===== config.mk =====
export PLATFORM = sky130hd
export DESIGN_NAME = demux_1_8_stream_flat
export DESIGN_NICKNAME = d
export VERILOG_FILES = /design/src/rtl/demux_1_8_stream_if.sv /design/src/rtl/demux_1_8_stream.sv /design/src/flat_wrapper.sv
export SDC_FILE = /design/constraint.sdc
export NUM_CORES = 1
export LEC_CHECK = 0
export CAP_MARGIN = 10
export CORE_ASPECT_RATIO = 2
export CORE_UTILIZATION = 47
export CTS_CLUSTER_DIAMETER = 40
export DETAILED_ROUTE_END_ITERATION = 8
export PLACE_DENSITY = 0.81
export SYNTH_ARGS = -nofsm -noshare
export SYNTH_HDL_FRONTEND = slang
export SYNTH_SLANG_ARGS = --single-unit

===== constraint.sdc =====
create_clock -name clock -period 4.4 [get_ports clock]
set_input_delay 1.32 -clock clock [delete_from_list [all_inputs] [get_ports clock]]
set_output_delay 1.32 -clock clock [all_outputs]
set_load 0.1 [all_outputs]

===== src/rtl/demux_1_8_stream_if.sv =====
// Producer/consumer bundle for demux_1_8_stream. Defining DEMUX_BROADCAST_EN
// adds the in_bcast request line.
interface demux_1_8_stream_if #(
  parameter int DATA_W = 16
);
  logic [DATA_W-1:0]   in_data;
  logic [2:0]          in_sel;
  logic                in_valid;
  logic                in_ready;
`ifdef DEMUX_BROADCAST_EN
  logic                in_bcast;
`endif
  logic [8*DATA_W-1:0] out_data;
  logic [7:0]          out_valid;
  logic [7:0]          out_ready;

  // The master side plays both the producer and the eight consumers.
  modport master (
`ifdef DEMUX_BROADCAST_EN
    output in_bcast,
`endif
    output in_data, in_sel, in_valid, out_ready,
    input  in_ready, out_data, out_valid
  );

  modport slave (
`ifdef DEMUX_BROADCAST_EN
    input  in_bcast,
`endif
    input  in_data, in_sel, in_valid, out_ready,
    output in_ready, out_data, out_valid
  );
endinterface


===== src/rtl/demux_1_8_stream.sv =====
// Registered 1-to-8 stream demultiplexer with one holding register per lane.
// Defining DEMUX_BROADCAST_EN lets a single accepted word load all eight lanes.
module demux_1_8_stream #(
  parameter int DATA_W  = 16,
  parameter int COUNT_W = 16
) (
  input  logic               clock,
  input  logic               reset_n,
  demux_1_8_stream_if.slave  bus,
  output logic [COUNT_W-1:0] xfer_count
);

  logic [7:0]              laneValid;
  logic [7:0][DATA_W-1:0]  laneData;
  logic [7:0]              laneFree;
  logic [7:0]              laneLoad;
  logic                    acc;

  // A lane can take a word if it is empty or is draining this same cycle.
  assign laneFree = ~laneValid | bus.out_ready;

`ifdef DEMUX_BROADCAST_EN
  assign bus.in_ready = bus.in_bcast ? (&laneFree) : laneFree[bus.in_sel];
`else
  assign bus.in_ready = laneFree[bus.in_sel];
`endif

  assign acc = bus.in_valid & bus.in_ready;

  always_comb begin
    laneLoad = '0;
    for (int k = 0; k < 8; k++) begin
      laneLoad[k] = acc & (bus.in_sel == 3'(k));
    end
`ifdef DEMUX_BROADCAST_EN
    if (acc & bus.in_bcast) begin
      laneLoad = '1;
    end
`endif
  end

  // A load wins over a drain, so a full lane can be refilled without a bubble.
  always_ff @(posedge clock or negedge reset_n) begin
    if (!reset_n) begin
      laneValid <= '0;
      laneData  <= '0;
    end else begin
      for (int k = 0; k < 8; k++) begin
        if (laneLoad[k]) begin
          laneData[k]  <= bus.in_data;
          laneValid[k] <= 1'b1;
        end else if (bus.out_ready[k]) begin
          laneValid[k] <= 1'b0;
        end
      end
    end
  end

  always_ff @(posedge clock or negedge reset_n) begin
    if (!reset_n) begin
      xfer_count <= '0;
    end else if (acc) begin
      xfer_count <= xfer_count + COUNT_W'(1);
    end
  end

  assign bus.out_valid = laneValid;
  assign bus.out_data  = laneData;

endmodule


===== src/flat_wrapper.sv =====
// flat-port wrapper written by rule: the top's interface ports become plain ports
module demux_1_8_stream_flat 
#(
  parameter int DATA_W  = 16,
  parameter int COUNT_W = 16
)
  (clock, reset_n, xfer_count, bus_in_data, bus_in_sel, bus_in_valid, bus_out_ready, bus_in_ready, bus_out_data, bus_out_valid);
  demux_1_8_stream_if #(.DATA_W(DATA_W)) bus_i ();
  input  logic clock;
  input  logic reset_n;
  output logic [COUNT_W-1:0] xfer_count;
  input wire logic [$bits(bus_i.in_data)-1:0] bus_in_data;
  input wire logic [$bits(bus_i.in_sel)-1:0] bus_in_sel;
  input wire logic [$bits(bus_i.in_valid)-1:0] bus_in_valid;
  input wire logic [$bits(bus_i.out_ready)-1:0] bus_out_ready;
  output wire logic [$bits(bus_i.in_ready)-1:0] bus_in_ready;
  output wire logic [$bits(bus_i.out_data)-1:0] bus_out_data;
  output wire logic [$bits(bus_i.out_valid)-1:0] bus_out_valid;
  assign bus_i.in_data = bus_in_data;
  assign bus_i.in_sel = bus_in_sel;
  assign bus_i.in_valid = bus_in_valid;
  assign bus_i.out_ready = bus_out_ready;
  assign bus_in_ready = bus_i.in_ready;
  assign bus_out_data = bus_i.out_data;
  assign bus_out_valid = bus_i.out_valid;
  demux_1_8_stream #(.DATA_W(DATA_W), .COUNT_W(COUNT_W)) u_core (.clock(clock), .reset_n(reset_n), .bus(bus_i), .xfer_count(xfer_count));
endmodule

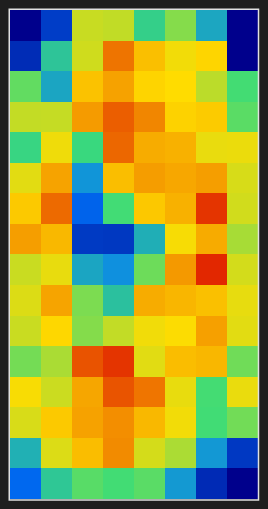
(local utilization)
Scale: 3 px per um. 8 x 16 tiles, from dark blue (low) to red (high), 0 to 100% covered.
The fullest tile reaches 96%. 38% of the tiles are over 75% full. 3.1% of the tiles are nearly empty. The mean over all tiles is 63%.

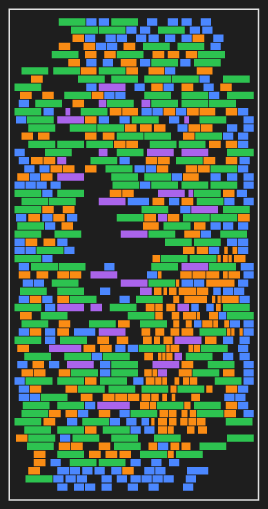
(placement by cell class)
Scale: 3 px per um.
Key: all other logic = orange [cells 223]; flip-flops = green [cells 152]; clock drivers and dummy loads = purple [cells 32]; other buffers and delay cells = blue [cells 191]

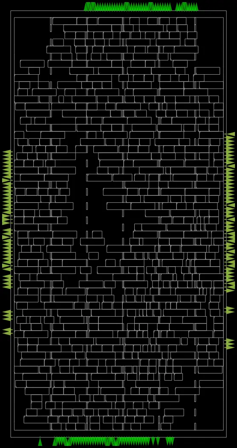
(cell outlines without signal wires)
Seq area share: 43.6%
utilization after layout: 69.0%
# fillers: 930

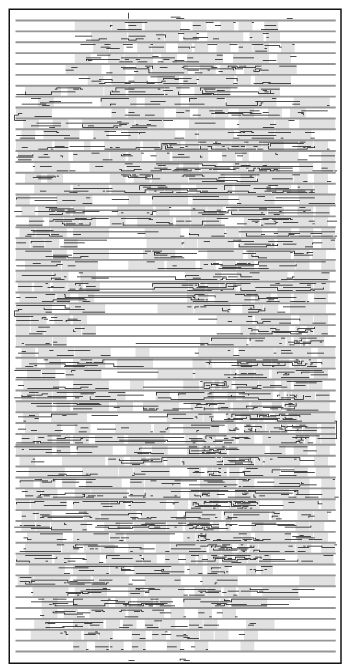
(metal 1)
Scale: 4 px per um. Supply wires on this layer in gray. Cells faint in the background.
The layer holds 36% of the routed length. The layer carries 5670 um of wire. 521 nets have wire on it. The wires run mostly horizontal. The longest straight run is 38.2 um.
met1 Resource Use GR: 26.9%
total number of vias: 4101
final WL: 15.7 mm

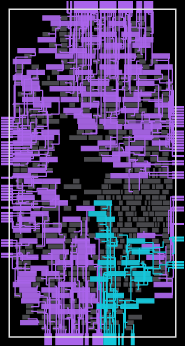
(nets reached from selected ports)
Scale: 2 px per um.
Key: `bus_out_data` = purple [direction output, edge 40 top, 34 left, 27 bottom, 27 right, end cells 128, buffers 128, wire 4820 um]; `xfer_count` = cyan [direction output, edge 11 bottom, 5 right, end cells 16, buffers 16, wire 805 um]

==> placed cells by master (no fill, tap or decap), types with 2 or more instances in the layout <==
| cell type | n |
|---|---|
| xnor2_1 | 15 |
| nand4_2 | 2 |
| and3_1 | 8 |
| clkinv_2 | 3 |
| mux2_2 | 120 |
| bufinv_16 | 2 |
| clkinv_4 | 2 |
| nand2_1 | 4 |
| buf_4 | 6 |
| buf_6 | 2 |
| clkdlybuf4s50_1 | 179 |
| a21o_1 | 2 |
| o2111ai_1 | 4 |
| mux2_4 | 9 |
| o21ai_0 | 6 |
| buf_12 | 3 |
| nand3_1 | 2 |
| nor2_1 | 4 |
| nand4_1 | 3 |
| nor3_1 | 2 |
| clkinvlp_4 | 2 |
| clkbuf_16 | 17 |
| inv_1 | 9 |
| nand2_2 | 3 |
| or4bb_1 | 2 |
| o211ai_1 | 10 |
| inv_8 | 3 |
| inv_6 | 3 |
| dfrtp_1 | 152 |
==> state kept, by name (all words and copies together), names as in the netlist <==
| signal | flops |
|---|---|
| u_core.xfer_count | 16 |
| u_core.bus.out_valid | 8 |
| u_core.bus.out_data | 128 |
==> power groups by stage <==
| stage | registers [W] | logic [W] | clock network (W) |
|---|---|---|---|
| floorplan | 0.00427 | 0.000365 | 0 |
| global placement | 0.00192 | 0.00357 | 0 |
| detailed placement | 0.00194 | 0.00360 | 0 |
| CTS | 0.00192 | 0.00360 | 0.00148 |
| global route | 0.00196 | 0.00367 | 0.00154 |
| finish | 0.00192 | 0.00359 | 0.00145 |
==> routing by layer <==
layer,track usage [%],up-vias,wire length [um]
met5,0,-,0
met4,12.5,0,520
met3,6.31,32,844
met2,44.3,154,8700
met1,26.9,2117,5670
li1,-,1798,-
==> Changelog: implementation <==
### Metrics

- Switching Fraction: between 50% and 60%
- # port buffers: ~180
- Area Growth Syn to Fin: 42.9%
- Crit path cell chain: clkdlybuf4s50_1 > or4bb_1 > o311ai_2 > nor3_2 > or2_2 > buf_12
- Signal buf overhead: approximately 22%
- Seq share, synth: slightly above 60%
- Pwr Total: slightly below 0.007 W
- Clk pwr share: roughly a fifth
- Synth top area cells: dfrtp_1 (62%), mux2_2 (22%), mux2_4 (2.2%)
- Register area: around 3800 um^2
- Vias in the first global route: 4455
- H-tree depth: 4
- CP max stage delay: 0.54 ns
- Hold Startpoint: u_core.xfer_count[15]
- Synth top cell by count: dfrtp_1
- Dpl hpwl: ~11 mm
- Hold slack: approximately 0.49 ns
- Final Instance Area: 8720 um^2
- Top class by area: flip-flops and latches
- Placed Instances: just over 700
- VDD IR-drop max: between 0.0005 and 0.0006 V
- GPL Wtd Cong: around 0.80
- Antenna Cells: 0
- Critical path depth: 6
- Syn Std Cell Area: 6100 um^2
- Remaining antenna violation count: 0
- Postcts setup bufs: 0
- Kind of critical path: in2out
- Layout clock area frac: 6.80%
- Ys flop type: dfrtp_1
- CP endpoint: bus_in_ready
- Unrepaired setup endpoints after global routing: false
- Ys async rst share: 100%
- Seq_cells: 152
- Mux share: 24.4%
- Clock-pin slew on the worst setup and hold paths: around 0.07 ns
- WL/cell: ~21 um
- Yosys top cell by area: dfrtp_1
- EDFF count, synth: 0
- Latency at later pin: around 0.42 ns
- Hold_buf cts: 0
- Critical-path top delay cell: or4bb_1
- Worst EP arrival: 3.03 ns
- Avg Vias per Cell: roughly 5.5
- Largest logic family: multiplexers
- Worst Setup End Kind: output pin
- Cell Rows: ~58
- Synth cell count leaders: dfrtp_1 (152), mux2_2 (120), xnor2_1 (15)
- Gate power share: around 52%
- Die X: slightly above 80 um
- Pin count of the biggest net entering global routing: 96
- Worst Setup SP: bus_in_sel[0]
- Grt ovf: 0
- Layout cell share with drive strength beyond 1: 31.4%
- 1st-iter DRT viols: about 180
- Top cell type's share of synthesized area: between 60 and 70%
- Hold Path Cell Cnt: 1
- Floorplan net count: ~420
- Max Clock Skew: around 0.014 ns
- Max-slew violation count: 0
- Pre-CTS WS: -0.00688 ns
- Reg2reg setup slack: 1.91 ns
- Yosys cell count: approximately 390
- R2R depth: 6
- Die ar.: between 10000 and 15000 um^2
- Final setup viols: 0
- Hold worst-path end: u_core.xfer_count[15]
- First-pass DRT Iterations: 4
- Data required, critical path: roughly 3 ns
- Fin. Hold Viols: 0
- Top Ports: ~180
- # clock sinks: approximately 150
- Num CTS Buffers: 17
- CP Launch Type: input pin
- Setup Total Neg Slack: 0 ns
- Die height: roughly 160 um
- Initial Util: about half
- NetSw: 0.00357 W
- Multi-input gates: roughly 210
- Total GRT Usage: 25.1%
- Worst path bufs/invs: 2
- Clkbuf count: 17
- Max Cap Viol: 0
- Min Tclk post-route: 4.35 ns
- Syn Area/Cell: ~16 um^2
- Yosys synthesis chip area: roughly 6100 um^2
- Adder Share, Synth: less than 1%
- Count of cell types in the netlist: approximately 40
- Tcrit/Tclk final: between 90% and 100%
- Reg2reg end: u_core.bus.out_data[54]
- Core area: 12600 um^2
- Synth warnings: 0
- Final std cells w/o fill: 748
- CTS Buffer Depth: 2
- Min-delay worst type: reg2reg
- Nets@finish: 616
- Crit path max fanout: 3
- Root buf cell: clkbuf_16
- Pleak: around 3.7 nW
- Worst-Margin Slew: 1.05 ns
- Logic share of the area: between 20% and 30%
- Max-slew headroom: roughly 30%
- N_taps: around 150
- Flip-flop and latch count after synthesis: around 150
- Tool warnings: 26
- Run status: complete, no violations
- FF-to-FF Start: u_core.bus.out_valid[2]
- Yosys simple share: under 10%
- Top delay family on crit path: simple AND/OR/NAND/NOR gates
- Drc violations: 0
- PD cells: 798 nW/um^2
- Sequential fraction of design power: between 20% and 30%
- Fmax: between 200 and 250 MHz
- Aoi share: between 3 and 4%
- Initial antenna violation count: 0
- Pint: roughly 0.0034 W
- Comb. cell area: about 2200 um^2
Power is estimated from default activity; no workload was simulated.
